===== config.mk =====
export PLATFORM = sky130hd
export DESIGN_NAME = transmisor_param
export DESIGN_NICKNAME = d
export VERILOG_FILES = /design/src/rtl/transmisor_pkg.sv /design/src/rtl/transmisor_param_tx_symbol_mux.sv /design/src/rtl/transmisor_param.sv
export SDC_FILE = /design/constraint.sdc
export NUM_CORES = 1
export LEC_CHECK = 0
export ABC_AREA = 1
export ABC_CLOCK_PERIOD_IN_PS = 3410
export CORE_ASPECT_RATIO = 0.6
export CORE_MARGIN = 3
export CORE_UTILIZATION = 59
export DETAILED_ROUTE_END_ITERATION = 8
export GPL_ROUTABILITY_DRIVEN = 1
export PLACE_DENSITY = 0.84
export SLEW_MARGIN = 40
export SYNTH_ARGS = -nofsm -noshare
export SYNTH_HDL_FRONTEND = slang
export SYNTH_SLANG_ARGS = --single-unit

===== constraint.sdc =====
create_clock -name clk -period 3.41 [get_ports clk]
set_clock_uncertainty 0.1 [all_clocks]
set_input_delay 0.682 -clock clk [delete_from_list [all_inputs] [get_ports clk]]
set_output_delay 0.682 -clock clk [all_outputs]
set_load 0.01 [all_outputs]

===== src/rtl/transmisor_pkg.sv =====
// Shared symbol, control-code and FSM definitions for the lane transmitter.
package transmisor_pkg;

  // Physical-layer symbol bytes
  localparam logic [7:0] SYM_COM  = 8'hBC;
  localparam logic [7:0] SYM_SKP  = 8'h1C;
  localparam logic [7:0] SYM_STP  = 8'hFB;
  localparam logic [7:0] SYM_SDP  = 8'h5C;
  localparam logic [7:0] SYM_END  = 8'hFD;
  localparam logic [7:0] SYM_EDB  = 8'hFE;
  localparam logic [7:0] SYM_FTS  = 8'h3C;
  localparam logic [7:0] SYM_IDLE = 8'h7C;

  // control_dk codes
  localparam logic [3:0] CTRL_DATA = 4'b0000;
  localparam logic [3:0] CTRL_COM  = 4'b0001;
  localparam logic [3:0] CTRL_SKP  = 4'b0010;
  localparam logic [3:0] CTRL_STP  = 4'b0011;
  localparam logic [3:0] CTRL_SDP  = 4'b0100;
  localparam logic [3:0] CTRL_END  = 4'b0101;
  localparam logic [3:0] CTRL_EDB  = 4'b0110;
  localparam logic [3:0] CTRL_FTS  = 4'b0111;
  localparam logic [3:0] CTRL_IDLE = 4'b1000;

  // FSM state encoding
  localparam logic [1:0] ST_DATA    = 2'd0;
  localparam logic [1:0] ST_SKP_COM = 2'd1;
  localparam logic [1:0] ST_SKP_SYM = 2'd2;

  // One lane symbol: K flag plus byte
  typedef struct packed {
    logic       k;
    logic [7:0] data;
  } sym_t;

  // Packet framing helpers
  function automatic logic is_pkt_start(input logic [3:0] code);
    return (code == CTRL_STP) || (code == CTRL_SDP);
  endfunction

  function automatic logic is_pkt_end(input logic [3:0] code);
    return (code == CTRL_END) || (code == CTRL_EDB);
  endfunction

endpackage


===== src/rtl/transmisor_param_tx_symbol_mux.sv =====
// Maps a control code (or raw data byte) to the lane symbol and its K flag.
module tx_symbol_mux
  import transmisor_pkg::*;
(
  input  logic [7:0] tx_data,
  input  logic [3:0] control_dk,
  output sym_t       sym_c
);

  // Symbol lookup; every non-data code is a K symbol, unused codes fall back to IDLE
  always_comb begin
    sym_c.k    = 1'b1;
    sym_c.data = SYM_IDLE;
    case (control_dk)
      CTRL_DATA: begin
        sym_c.k    = 1'b0;
        sym_c.data = tx_data;
      end
      CTRL_COM:  sym_c.data = SYM_COM;
      CTRL_SKP:  sym_c.data = SYM_SKP;
      CTRL_STP:  sym_c.data = SYM_STP;
      CTRL_SDP:  sym_c.data = SYM_SDP;
      CTRL_END:  sym_c.data = SYM_END;
      CTRL_EDB:  sym_c.data = SYM_EDB;
      CTRL_FTS:  sym_c.data = SYM_FTS;
      default:   sym_c.data = SYM_IDLE;
    endcase
  end

endmodule


===== src/rtl/transmisor_param.sv =====
// Byte-to-lane striping transmitter with periodic SKP ordered-set insertion.
module transmisor_param
  import transmisor_pkg::*;
#(
  parameter int unsigned NUM_LANES    = 4,
  parameter int unsigned SKP_INTERVAL = 64,
  parameter int unsigned SKP_LEN      = 3
) (
  input  logic                   clk,
  input  logic                   rst,
  input  logic                   enb,
  input  logic                   tx_valid,
  output logic                   tx_ready,
  input  logic [7:0]             tx_DataE,
  input  logic [3:0]             control_dk,
  output logic [8*NUM_LANES-1:0] tx_lanes,
  output logic [NUM_LANES-1:0]   tx_k,
  output logic                   tx_lane_valid,
  output logic                   skp_active
);

  localparam int unsigned SLOT_W = (NUM_LANES > 1) ? $clog2(NUM_LANES) : 1;
  localparam int unsigned CNT_W  = (SKP_INTERVAL > 1) ? $clog2(SKP_INTERVAL) : 1;
  localparam int unsigned SKP_W  = $clog2(SKP_LEN + 1);
  localparam logic [SLOT_W-1:0] LAST_SLOT = SLOT_W'(NUM_LANES - 1);
  localparam logic [CNT_W-1:0]  CNT_MAX   = CNT_W'(SKP_INTERVAL - 1);
  localparam logic [SKP_W-1:0]  SKP_LAST  = SKP_W'(SKP_LEN - 1);

  logic [1:0]             state_q,       state_d;
  logic [SLOT_W-1:0]      slot_q,        slot_d;
  logic [8*NUM_LANES-1:0] buf_lanes_q,   buf_lanes_d;
  logic [NUM_LANES-1:0]   buf_k_q,       buf_k_d;
  logic [8*NUM_LANES-1:0] tx_lanes_q,    tx_lanes_d;
  logic [NUM_LANES-1:0]   tx_k_q,        tx_k_d;
  logic                   lane_valid_q,  lane_valid_d;
  logic                   skp_active_q,  skp_active_d;
  logic [CNT_W-1:0]       word_cnt_q,    word_cnt_d;
  logic                   skp_pending_q, skp_pending_d;
  logic                   in_packet_q,   in_packet_d;
  logic [SKP_W-1:0]       skp_cnt_q,     skp_cnt_d;

  sym_t mux_sym_c;
  logic insert_c;
  logic accept_c;

  tx_symbol_mux u_symbol_mux (
    .tx_data    (tx_DataE),
    .control_dk (control_dk),
    .sym_c      (mux_sym_c)
  );

  // Handshake: ordered-set insertion waits for a word boundary outside a packet
  always_comb begin
    insert_c = skp_pending_q && (slot_q == '0) && !in_packet_q;
    tx_ready = enb && !rst && (state_q == ST_DATA) && !insert_c;
    accept_c = tx_valid && tx_ready;
  end

  // Next-state: word assembly, SKP scheduling and ordered-set emission
  always_comb begin
    state_d       = state_q;
    slot_d        = slot_q;
    buf_lanes_d   = buf_lanes_q;
    buf_k_d       = buf_k_q;
    tx_lanes_d    = tx_lanes_q;
    tx_k_d        = tx_k_q;
    lane_valid_d  = 1'b0;
    skp_active_d  = 1'b0;
    word_cnt_d    = word_cnt_q;
    skp_pending_d = skp_pending_q;
    in_packet_d   = in_packet_q;
    skp_cnt_d     = skp_cnt_q;

    if (enb) begin
      unique case (state_q)
        ST_DATA: begin
          if (insert_c) begin
            state_d = ST_SKP_COM;
          end else if (accept_c) begin
            for (int unsigned i = 0; i < NUM_LANES; i++) begin
              if (slot_q == SLOT_W'(i)) begin
                buf_lanes_d[8*i +: 8] = mux_sym_c.data;
                buf_k_d[i]            = mux_sym_c.k;
              end
            end
            if (is_pkt_start(control_dk)) begin
              in_packet_d = 1'b1;
            end else if (is_pkt_end(control_dk)) begin
              in_packet_d = 1'b0;
            end
            if (slot_q == LAST_SLOT) begin
              slot_d       = '0;
              tx_lanes_d   = buf_lanes_d;
              tx_k_d       = buf_k_d;
              lane_valid_d = 1'b1;
              if (word_cnt_q == CNT_MAX) begin
                skp_pending_d = 1'b1;
              end else begin
                word_cnt_d = word_cnt_q + CNT_W'(1);
              end
            end else begin
              slot_d = slot_q + SLOT_W'(1);
            end
          end
        end
        ST_SKP_COM: begin
          tx_lanes_d   = {NUM_LANES{SYM_COM}};
          tx_k_d       = '1;
          lane_valid_d = 1'b1;
          skp_active_d = 1'b1;
          skp_cnt_d    = '0;
          state_d      = ST_SKP_SYM;
        end
        ST_SKP_SYM: begin
          tx_lanes_d   = {NUM_LANES{SYM_SKP}};
          tx_k_d       = '1;
          lane_valid_d = 1'b1;
          skp_active_d = 1'b1;
          if (skp_cnt_q == SKP_LAST) begin
            skp_cnt_d     = '0;
            state_d       = ST_DATA;
            skp_pending_d = 1'b0;
            word_cnt_d    = '0;
          end else begin
            skp_cnt_d = skp_cnt_q + SKP_W'(1);
          end
        end
        default: state_d = ST_DATA;
      endcase
    end
  end

  // State registers with synchronous reset
  always_ff @(posedge clk) begin
    if (rst) begin
      state_q       <= ST_DATA;
      slot_q        <= '0;
      buf_lanes_q   <= '0;
      buf_k_q       <= '0;
      tx_lanes_q    <= '0;
      tx_k_q        <= '0;
      lane_valid_q  <= 1'b0;
      skp_active_q  <= 1'b0;
      word_cnt_q    <= '0;
      skp_pending_q <= 1'b0;
      in_packet_q   <= 1'b0;
      skp_cnt_q     <= '0;
    end else begin
      state_q       <= state_d;
      slot_q        <= slot_d;
      buf_lanes_q   <= buf_lanes_d;
      buf_k_q       <= buf_k_d;
      tx_lanes_q    <= tx_lanes_d;
      tx_k_q        <= tx_k_d;
      lane_valid_q  <= lane_valid_d;
      skp_active_q  <= skp_active_d;
      word_cnt_q    <= word_cnt_d;
      skp_pending_q <= skp_pending_d;
      in_packet_q   <= in_packet_d;
      skp_cnt_q     <= skp_cnt_d;
    end
  end

  assign tx_lanes      = tx_lanes_q;
  assign tx_k          = tx_k_q;
  assign tx_lane_valid = lane_valid_q;
  assign skp_active    = skp_active_q;

endmodule


==> impl_metrics.csv <==
group,metric,value,unit
outcome,status,"finished, final reports clean",
placed_design,place_congestion,0.882,
placed_design,dpl_cell_area,4800,sq um
clock_tree,cts_setup_buffers,0,
sta,finalSetupViolations,0,
detailed_routing,drc_errors,0,
placed_design,io_buffers,54,
die,tap_cells,87,
die,fp_util,62.3,%
placed_design,dp_hpwl,7.63,mm
layout,dominant_cells,"multi-input combinational cells",
worst_setup_path,cp.arrival,2110,ps
job,maxCapViolCount,0,
die,dieArea,8290,sq um
die,die_y,71.7,um
synthesis,top_cells_by_count,"107 x nor2_1, 99 x nand2_1, 88 x dfxtp_1, 67 x inv_1, 55 x o21ai_0",
detailed_routing,detail_route.wl_per_cell,15.0,um
layout,logic_gates,432,
clock_tree,root_buffer,"clkbuf_16",
synthesis,aoi_share,18.5,%
synthesis,synthTopLogicFamily,"simple AND/OR/NAND/NOR gates",
clock_tree,clock-sinks,88,
layout,antenna_cells,0,
synthesis,yosys.cell_types.count,27,
global_routing,grt_pass1_vias,3982,
synthesis,ys_area,4250,sq um
layout,fin_util,75.8,%
worst_setup_path,startpoint_type,"input pin",
synthesis,synthMostInstantiatedCell,"nor2_1",
layout,buffers,61,
sta,fin_crit_sh,84.9,%
layout,logic_area,2080,sq um
sta,hold_ws,352,ps
detailed_routing,dr_total_vias,4272,
clock_tree,cts-resized-gates,0,
synthesis,adder_share,2.65,%
min_path,hp-class,"reg -> reg",
die,die_w,116,um
die,coreArea,6820,sq um
synthesis,yosys.area_share.simple,27.8,%
clock_tree,cts_inserted_buffers,9,
layout,register_area,1760,sq um
clock_tree,clockBufferDepth,2,
detailed_routing,first_iter_violations,351,
placed_design,place_ws,350,ps
synthesis,ys_cells,623,
global_routing,grt-ovfl-total,0,
sta,fin_crit,2890,ps
synthesis,netlist_area,4250,sq um
layout,seq_share,34.1,%
clock_tree,cts_tree,"built",
layout,drive_above_1_share,5.56,%
global_routing,top_usage_layer,"met2",
global_routing,grt_use_met3,7.76,%
layout,flops,88,
synthesis,postSynthAreaPerCell,6.82,sq um
sta,finalMaxSlewViolations,0,
synthesis,mux_share,0,%
synthesis,synthFlopType,"dfxtp_1",
worst_setup_path,worstSetupEndpointType,"output port",
global_routing,grt_use_met2,41.9,%
die,placementRows,23,
sta,fin_ws,516,ps
clock_tree,worstSkewPairLatency,340,ps
worst_setup_path,critPathSlowestCell,"clkdlybuf4s50_1",
worst_setup_path,crit_path_max_incr_delay,570,ps
synthesis,synthesis.nets,648,
clock_tree,cts_hold_buf,0,
worst_setup_path,crit_top_cell,"clkdlybuf4s50_1",
layout,clk_share,7.14,%
synthesis,top_area_share,41.5,%
clock_tree,htree_levels,3,
sta,tns,0,ps
job,tool_warnings,32,
detailed_routing,via_per_inst,5.67,
sta,timing.final.hold_violations,0,
worst_setup_path,critPathKind,"in -> out",
synthesis,top_area_cell,"dfxtp_1",
layout,finalNonFillerCells,753,
layout,inv_count,69,
detailed_routing,antenna_left,0,
layout,num-clock-buffers,10,
synthesis,ys.warnings.count,0,
worst_setup_path,cp_data_required_time,2630,ps
global_routing,antenna_found_initial,0,
synthesis,xor_share,0,%
pwr,p_total,2.94,mW
synthesis,ys_seq_share,41.5,%
layout,syn_to_final_growth,21.7,%
detailed_routing,dr.pass1.iters,5,
layout,nNetsFinal,686,
clock_tree,clk_pin_slew,60,ps
layout,post-route-cell-area,5170,sq um
global_routing,grt_max_degree,58,
worst_setup_path,critPathMaxFanout,4,
layout,fillers,556,
pwr,irDropWorstVdd,0.449,mV
pwr,powerDensity,568,nW/um^2
synthesis,ys_ff,88,
global_routing,met1_usage,40.8,%
synthesis,async_reset_ff_share,0,%
sta,rsz0062_at_grt,"false",
pwr,p_leak,2.22,nW
sta,fmax,346,MHz
global_routing,grt_usage,28.5,%
layout,buf_share,11.5,%
global_routing,grt_pass1_wl,18.7,mm
worst_setup_path,crit_chain,"clkdlybuf4s50_1 -> nand2_1 -> nor2_1 -> clkdlybuf4s50_1",
sta,slew_headroom,44.4,%
synthesis,edf_count,0,
==> report_power, final <==
part           total, mW  switching [mW]  internal (mW)
Combinational      0.580           0.356          0.224
Clock               1.20           0.397          0.807
Sequential          1.15          0.0445           1.11
Total               2.94           0.798           2.14
==> registers in the layout, summed over array words and instances (netlist names) <==
register and flops:
word_cnt_q 6, skp_cnt_q 2, in_packet_q 1, buf_lanes_q 32, buf_k_q 4, tx_lane_valid 1, skp_active 1, tx_lanes 32
state_q 2, tx_k 4, slot_q 2, skp_pending_q 1
==> final timing paths <==
kind	from	endpoint	slack [ps]	cells after the start
max reg2reg	state_q[1]	tx_lanes[19]	730	9
min reg2reg	buf_lanes_q[12]	buf_lanes_q[12]	350	2
min	buf_lanes_q[12]	buf_lanes_q[12]	350	2
max	enb	tx_ready	520	4
==> logic make-up after synthesis <==
family          after synthesis
simple gates                275
fa+ha+maj                     9
flops                        88
compound gates              148
buf+inv                     103
==> layer usage <==
layer  share of wire, %  wire, um
met3                9.1      1030
met5                  0         0
met4                1.9       210
met1                 46      5200
met2                 43      4860
==> layout by cell type (no fill, tap or decap), types with 3 or more instances in the layout <==
master,netlist,routed
clkdlybuf4s50_1,0,54
o21ai_0,55,55
o211ai_1,3,3
a21oi_1,50,50
dfxtp_1,88,88
nor2_1,107,107
inv_1,67,67
o21ai_1,29,29
ha_1,9,9
nand3_1,33,33
nor3_1,4,4
nand4_1,18,18
or2_2,7,7
buf_4,0,7
a21boi_0,6,6
bufinv_16,0,4
nand2_1,99,99
and2_1,3,3
clkbuf_16,0,9
==> worst max-delay path, delay by kind of cell <==
kind / cells / cell delay, ps
buffers and inverters: 2 / 1100
and+or+nand+nor: 2 / 330
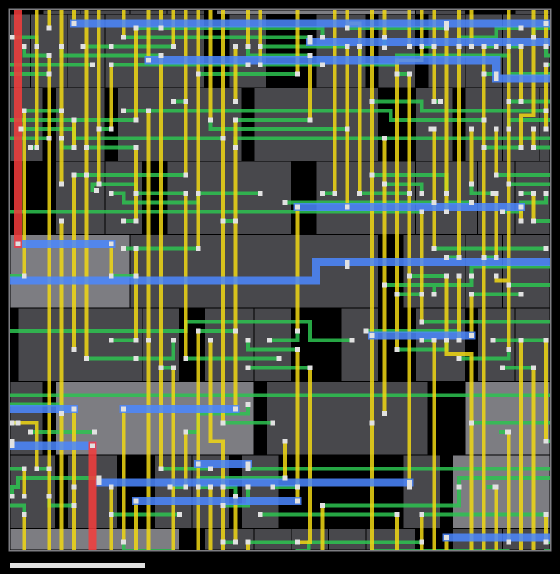
(images/zoom.png)
The bar under the picture is 5 um long. Region (48, 40) to (68, 60) um. Cells in gray, sequential cells in the stronger gray; small squares are vias.
[met1] green
[met3] blue
[met2] yellow
[met4] red
cells with their middle in the window: 45
netlist names of flops here include: buf_lanes_q (1), state_q (1)
most frequent: nand2_1 (11), inv_1 (9)
sequential cells in the window: 2

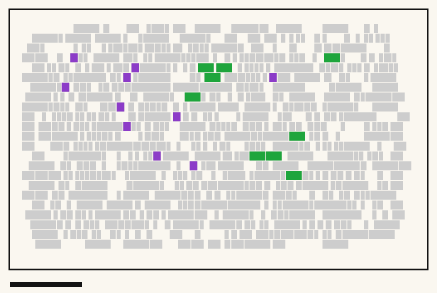
(images/gate_families.png)
The bar under the picture is 20 um long.
[AND and OR gates] purple | cells: 10
[adder and majority cells] green | cells: 9
most common cell after layout, fill and taps aside: nor2_1
Comb area share: 40.2%

No activity file was given, so power comes from the tool's default toggle rates.
